## config.mk

```make
export PLATFORM = sky130hd
export DESIGN_NAME = plasticity_scheduler
export DESIGN_NICKNAME = d
export VERILOG_FILES = /design/src/rtl/plasticity_scheduler.sv
export SDC_FILE = /design/constraint.sdc
export NUM_CORES = 1
export LEC_CHECK = 0
export CORE_MARGIN = 5
export CORE_UTILIZATION = 45
export DETAILED_ROUTE_END_ITERATION = 8
export HOLD_SLACK_MARGIN = 0.05
export PLACE_DENSITY = 0.77
export REMOVE_ABC_BUFFERS = 1
export SETUP_SLACK_MARGIN = 0.05
export SLEW_MARGIN = 10
export SYNTH_ARGS = -nofsm -noshare
export SYNTH_HDL_FRONTEND = slang
export SYNTH_SLANG_ARGS = --single-unit
```

## constraint.sdc

```tcl
create_clock -name clk -period 8.3 [get_ports clk]
set_input_delay 1.245 -clock clk [delete_from_list [all_inputs] [get_ports clk]]
set_output_delay 1.245 -clock clk [all_outputs]
set_load 0.05 [all_outputs]
```

## src/rtl/plasticity_scheduler.sv

```systemverilog
// Round-robin scheduler that serves one weight-multiply/learn transaction at a time.
// Define PLASTIC_WEIGHT_SAT_EN to saturate weight updates; otherwise they wrap modulo 2^16.
module plasticity_scheduler #(
    parameter int                 NUM_REQ       = 4,
    parameter int                 NUM_NEURONS   = 8,
    parameter logic signed [15:0] LEARNING_RATE = 16'sd10,
    parameter logic signed [15:0] INIT_WEIGHT   = 16'sd999,
    localparam int                NIDX          = $clog2(NUM_NEURONS),
    localparam int                IDW           = $clog2(NUM_REQ)
) (
    input  logic                      clk,
    input  logic                      rst_n,
    input  logic [NUM_REQ-1:0]        req_valid,
    output logic [NUM_REQ-1:0]        req_ready,
    input  logic [NUM_REQ*NIDX-1:0]   req_neuron,
    input  logic [NUM_REQ*16-1:0]     req_input,
    input  logic [NUM_REQ*16-1:0]     req_error,
    input  logic [NUM_REQ-1:0]        req_learn,
    input  logic                      learn_enable,
    output logic                      rsp_valid,
    input  logic                      rsp_ready,
    output logic [IDW-1:0]            rsp_id,
    output logic signed [31:0]        rsp_data,
    output logic                      busy
);

`ifdef PLASTIC_WEIGHT_SAT_EN
    localparam int SW = 17;
`else
    localparam int SW = 16;
`endif

    typedef enum logic [1:0] {IDLE, COMPUTE, UPDATE, RESPOND} state_t;

    state_t                   state, state_next;
    logic [IDW-1:0]           rr_ptr, grant_id, cap_id;
    logic                     grant_any, accept;
    logic [NIDX-1:0]          cap_neuron;
    logic signed [15:0]       cap_input, cap_error;
    logic                     cap_learn;
    logic signed [31:0]       product, mult;
    logic signed [15:0]       weight [NUM_NEURONS];
    logic signed [15:0]       cur_w, upd_w;
    logic signed [SW-1:0]     sum_w;
    int                       idx;

    // Search upward from the pointer with wrap-around for the first valid requester.
    always_comb begin
        grant_any = 1'b0;
        grant_id  = '0;
        idx       = 0;
        for (int k = 0; k < NUM_REQ; k++) begin
            idx = int'(rr_ptr) + k;
            if (idx >= NUM_REQ) idx = idx - NUM_REQ;
            if (!grant_any && req_valid[idx]) begin
                grant_any = 1'b1;
                grant_id  = IDW'(idx);
            end
        end
    end

    assign accept    = (state == IDLE) && grant_any && rst_n;
    assign req_ready = accept ? (NUM_REQ'(1) << grant_id) : '0;
    assign busy      = (state != IDLE);

    always_ff @(posedge clk or negedge rst_n) begin
        if (!rst_n) state <= IDLE;
        else        state <= state_next;
    end

    always_comb begin
        state_next = state;
        case (state)
            IDLE:    if (accept) state_next = COMPUTE;
            COMPUTE: state_next = UPDATE;
            UPDATE:  state_next = RESPOND;
            RESPOND: if (rsp_valid && rsp_ready) state_next = IDLE;
            default: state_next = IDLE;
        endcase
    end

    // Learning rule: only a positive input moves the weight, in the direction of the error sign.
    always_comb begin
        cur_w = weight[cap_neuron];
        mult  = 32'(cap_input) * 32'(cur_w);
        if (cap_learn && cap_input > 16'sd0 && cap_error > 16'sd0)
            sum_w = SW'(cur_w) + SW'(LEARNING_RATE);
        else if (cap_learn && cap_input > 16'sd0 && cap_error < 16'sd0)
            sum_w = SW'(cur_w) - SW'(LEARNING_RATE);
        else
            sum_w = SW'(cur_w);
`ifdef PLASTIC_WEIGHT_SAT_EN
        if (sum_w[16] != sum_w[15]) upd_w = sum_w[16] ? 16'sh8000 : 16'sh7fff;
        else                        upd_w = sum_w[15:0];
`else
        upd_w = sum_w;
`endif
    end

    always_ff @(posedge clk or negedge rst_n) begin
        if (!rst_n) begin
            rr_ptr     <= '0;
            cap_id     <= '0;
            cap_neuron <= '0;
            cap_input  <= '0;
            cap_error  <= '0;
            cap_learn  <= 1'b0;
            product    <= '0;
            rsp_valid  <= 1'b0;
            rsp_id     <= '0;
            rsp_data   <= '0;
            for (int i = 0; i < NUM_NEURONS; i++) weight[i] <= INIT_WEIGHT;
        end else begin
            case (state)
                IDLE: if (accept) begin
                    cap_id     <= grant_id;
                    cap_neuron <= req_neuron[int'(grant_id)*NIDX +: NIDX];
                    cap_input  <= req_input[int'(grant_id)*16 +: 16];
                    cap_error  <= req_error[int'(grant_id)*16 +: 16];
                    cap_learn  <= req_learn[grant_id] && learn_enable;
                    rr_ptr     <= (int'(grant_id) == NUM_REQ - 1) ? '0 : grant_id + 1'b1;
                end
                COMPUTE: product <= mult;
                UPDATE: begin
                    weight[cap_neuron] <= upd_w;
                    rsp_valid          <= 1'b1;
                    rsp_id             <= cap_id;
                    rsp_data           <= product;
                end
                RESPOND: if (rsp_ready) rsp_valid <= 1'b0;
                default: ;
            endcase
        end
    end

endmodule

```

==> run_results.csv <==
group,metric,value,unit
finish,layout.nonclk_buf_share,8.652,%
clock_tree,post_cts_clock_slew_at_the_launch_and_capture_registers_of_the_worst_setup_and_hold_paths,0.06,ns
global_routing,antenna_found_initial,1,
yosys,ys_cells,2380,
floorplanning,die_area,54940,um^2
yosys,synth-area-yosys,22660,um^2
clock_tree,cts-htree-levels,1,
critical_path,timing.critical_path.depth,25,
routing,route.detailed.wl_per_inst,19.04,um
clock_tree,cts_made_buffers,27,
global_routing,global_route_met1_usage,29.13,%
finish,layout.clock_buffers,41,
floorplanning,tapCellCount,672,
yosys,ys_async_sr_fraction,100.0,%
finish,comb_area,14790,um^2
hold_path,min-delay-path-class,"flop to flop",
finish,largest_reg_flops,128,
critical_path,end_kind,"flop",
yosys,number_of_enable_type_register_cells_in_the_synthesized_netlist,0,
routing,drc,0,
routing,detailedRoute.firstIterationViolations,1302,
sta,grt_setup_unrepaired,"no",
power_and_ir_drop,ir_drop,0.2920,mV
global_routing,global_route_wire_length_before_repair,98.64,mm
routing,drt-total-wl,60.14,mm
routing,vias,17860,
sta,fin_ws,0.4451,ns
clock_tree,clock_tree.buffer_depth,3,
placed_design,port-buffer-count,191,
routing,detailed_route_vias_per_instance,5.654,
sta,fin_crit,7.855,ns
finish,final_cell_area,25970,um^2
finish,synthToLayoutAreaGrowth,14.63,%
run_status,status,"complete, no violations",
routing,routed-wl-met3,4.340,mm
floorplanning,initial_utilization,45.35,%
power_and_ir_drop,share_clk_of_total_power,11.7,%
sta,report.final.setup_viol,0,
finish,drive_gt1_share,11.58,%
global_routing,grtUsageMet3,3.632,%
power_and_ir_drop,leakagePower,12.07,nW
finish,count_of_antenna_diodes_in_the_layout,0,
finish,largest_cell_class,"multi-input combinational cells",
clock_tree,clock_insertion_delay_worst_skew,0.58,ns
routing,met2WireLength,29.54,mm
clock_tree,holdBufCountCts,0,
power_and_ir_drop,power_density,398.4,nW/um^2
finish,seq_share,23.16,%
placed_design,dp.final_hpwl,44.78,mm
placed_design,gp_routability_congestion,0.9010,
finish,number_of_inverters_outside_the_clock_class_in_the_layout,315,
critical_path,cp.required,8.76,ns
yosys,synthMuxAreaShare,5.665,%
yosys,seq_area_frac_synth,26.53,%
finish,layout_top_cells_excl_fill_tap,"nand2_1 (349), inv_1 (312), fa_1 (262), clkdlybuf4s50_1 (190), dfrtp_1 (171)",
critical_path,path_buffers,7,
floorplanning,die_x,234.4,um
yosys,aoi_share,12.87,%
placed_design,place_worst_setup_slack,0.3027,ns
floorplanning,number_of_rows_created_at_floorplan,82,
clock_tree,postCtsSetupRepairBufs,0,
yosys,ys.warnings.count,0,
power_and_ir_drop,p_sw,5.259,mW
finish,final_nets,2972,
yosys,postSynth.topFlopCell,"dfrtp_1",
floorplanning,placeableCoreArea,49970,um^2
sta,max-slew-margin-rel,23.16,%
sta,hold_ws,0.3647,ns
routing,wl_met1,24.30,mm
critical_path,max_stage_delay,0.65,ns
critical_path,setup.worst_path.class,"flop to flop",
global_routing,grt_start_max_net_pins,161,
clock_tree,tritoncts,"done",
clock_tree,cts_root_buffer,"clkbuf_16",
finish,clockNetworkAreaShare,3.449,%
yosys,yosys.area_share.xor_xnor,1.276,%
power_and_ir_drop,p_int,5.090,mW
sta,max_slew.worst_pin.slew,1.150,ns
power_and_ir_drop,share_seq_of_total_power,20.3,%
finish,regMostFlops,"weight",
global_routing,first_global_vias,18977,
global_routing,grt-ovfl-total,0,
routing,antenna_violating_nets_post_route,0,
finish,fillers,4376,
finish,final-seq-area,6016,um^2
finish,non_clock_buffer_count,230,
yosys,netlist_logic_family_top,"adder cells",
critical_path,worst_r2r_path_depth,25,
sta,finClkSkew,0.01321,ns
floorplanning,boundaryPins,192,
finish,nMultiInputCombCells,1655,
sta,max_freq,0.1273,GHz
power_and_ir_drop,pwr-share-comb,68.0,%
yosys,synth.cell_area,22660,um^2
critical_path,crit_path_max_fanout,25,
power_and_ir_drop,fin_total_pwr,10.35,mW
clock_tree,cts.repair.resized,0,
flow_run,drv_cap,0,
critical_path,cpLargestDelayFamily,"adder cells",
yosys,ys_ff,237,
yosys,synth_cells,2380,
flow_run,number_of_logged_tool_warnings,34,
power_and_ir_drop,switching_fraction,50.81,%
critical_path,slowest_stage,"dfrtp_4",
clock_tree,cts.sink_count,237,
placed_design,detailed_place.area,25050,um^2
critical_path,register_to_register_path_setup_slack,0.45,ns
yosys,synth.lib_cells_used.distinct,87,
yosys,adders_majority_by_area,28.23,%
finish,n_sequential_cell,237,
critical_path,start_kind,"flop",
sta,setup_tns,0,ns
yosys,synth.avg_cell_area,9.521,um^2
routing,drt_first_pass_iters,6,
sta,final-hold-violation-count,0,
routing,top_signal_layer_used,"met5",
critical_path,arrival,8.31,ns
floorplanning,die_height,234.4,um
sta,layout_worst_path_cycle_share,94.64,%
placed_design,dp.cells,3109,
==> power groups by stage <==
stage / Combinational (mW) / Sequential [mW] / Clock, mW
final: 7.04 / 2.10 / 1.21
after global routing: 7.84 / 2.14 / 1.28
after CTS: 7.06 / 2.08 / 1.23
after detailed placement: 6.91 / 2.10 / 0
after global placement: 6.77 / 2.07 / 0
after floorplan: 4.68 / 2.19 / 0
==> synthesized netlist by cell type, types with 8 or more instances <==
library cell | instances | area, um^2
nand2_1 | 351 | 1318
inv_1 | 313 | 1175
fa_1 | 262 | 5245
dfrtp_1 | 173 | 4329
and2_1 | 142 | 888.4
clkbuf_1 | 136 | 510.5
o21ai_0 | 100 | 500.5
ha_1 | 92 | 1151
mux2_2 | 80 | 900.9
dfstp_2 | 64 | 1682
nand3_1 | 63 | 315.3
nor2_1 | 55 | 206.5
a211oi_1 | 53 | 397.9
a21o_1 | 48 | 360.4
nor2b_1 | 38 | 237.7
a311oi_1 | 35 | 306.5
o211ai_1 | 27 | 202.7
xnor2_1 | 27 | 236.5
nand4_1 | 25 | 156.4
a22oi_1 | 21 | 157.7
a21oi_1 | 19 | 95.09
or4_1 | 18 | 135.1
a211o_1 | 14 | 122.6
buf_2 | 14 | 70.07
and3_1 | 13 | 81.33
nor4_1 | 13 | 81.33
mux2_1 | 11 | 123.9
or3_1 | 11 | 68.82
nand2b_1 | 10 | 62.56
buf_1 | 9 | 33.78
nor3_1 | 9 | 45.04
mux4_2 | 8 | 180.2
o31ai_2 | 8 | 100.1
==> worst paths after layout <==
| kind | startpoint | endpoint |
|---|---|---|
| max | cap_neuron[0] | product[23] |
| min | weight[16] | weight[16] |
| max reg2reg | cap_neuron[0] | product[23] |
| min reg2reg | weight[16] | weight[16] |
| max in group asynchronous | rst_n | weight[4] |
| min in group asynchronous | rst_n | rsp_data[0] |
Track usage over the die:
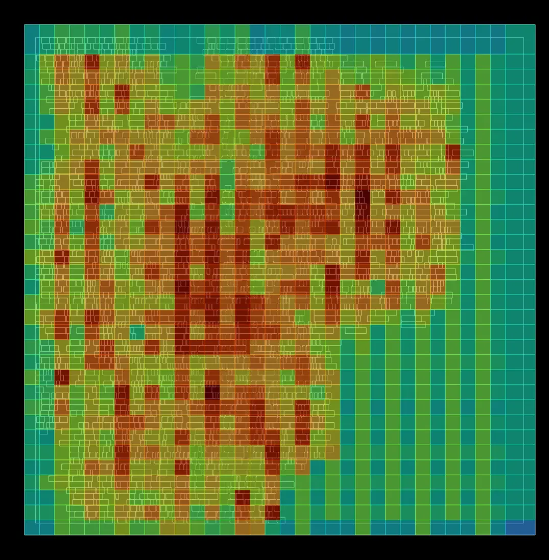
utilization after layout: 51.98%
met2 track demand over resource in global routing: 37.37%
most utilized layer in the global route result: met2
all-layer global routing usage: 22.04%

Logic cells by family:
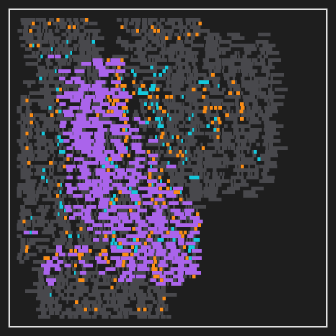
[adder and majority cells] purple | cells: 354
[AND and OR gates] orange | cells: 194
[NOR gates] cyan | cells: 125
fraction of standard cell area in multi-input logic: 56.95%
number of non-filler instances in the completed layout: 3,159
most instantiated logic cell after routing: nand2_1

Power figures rest on the tool's default switching activity, not on a simulated workload.
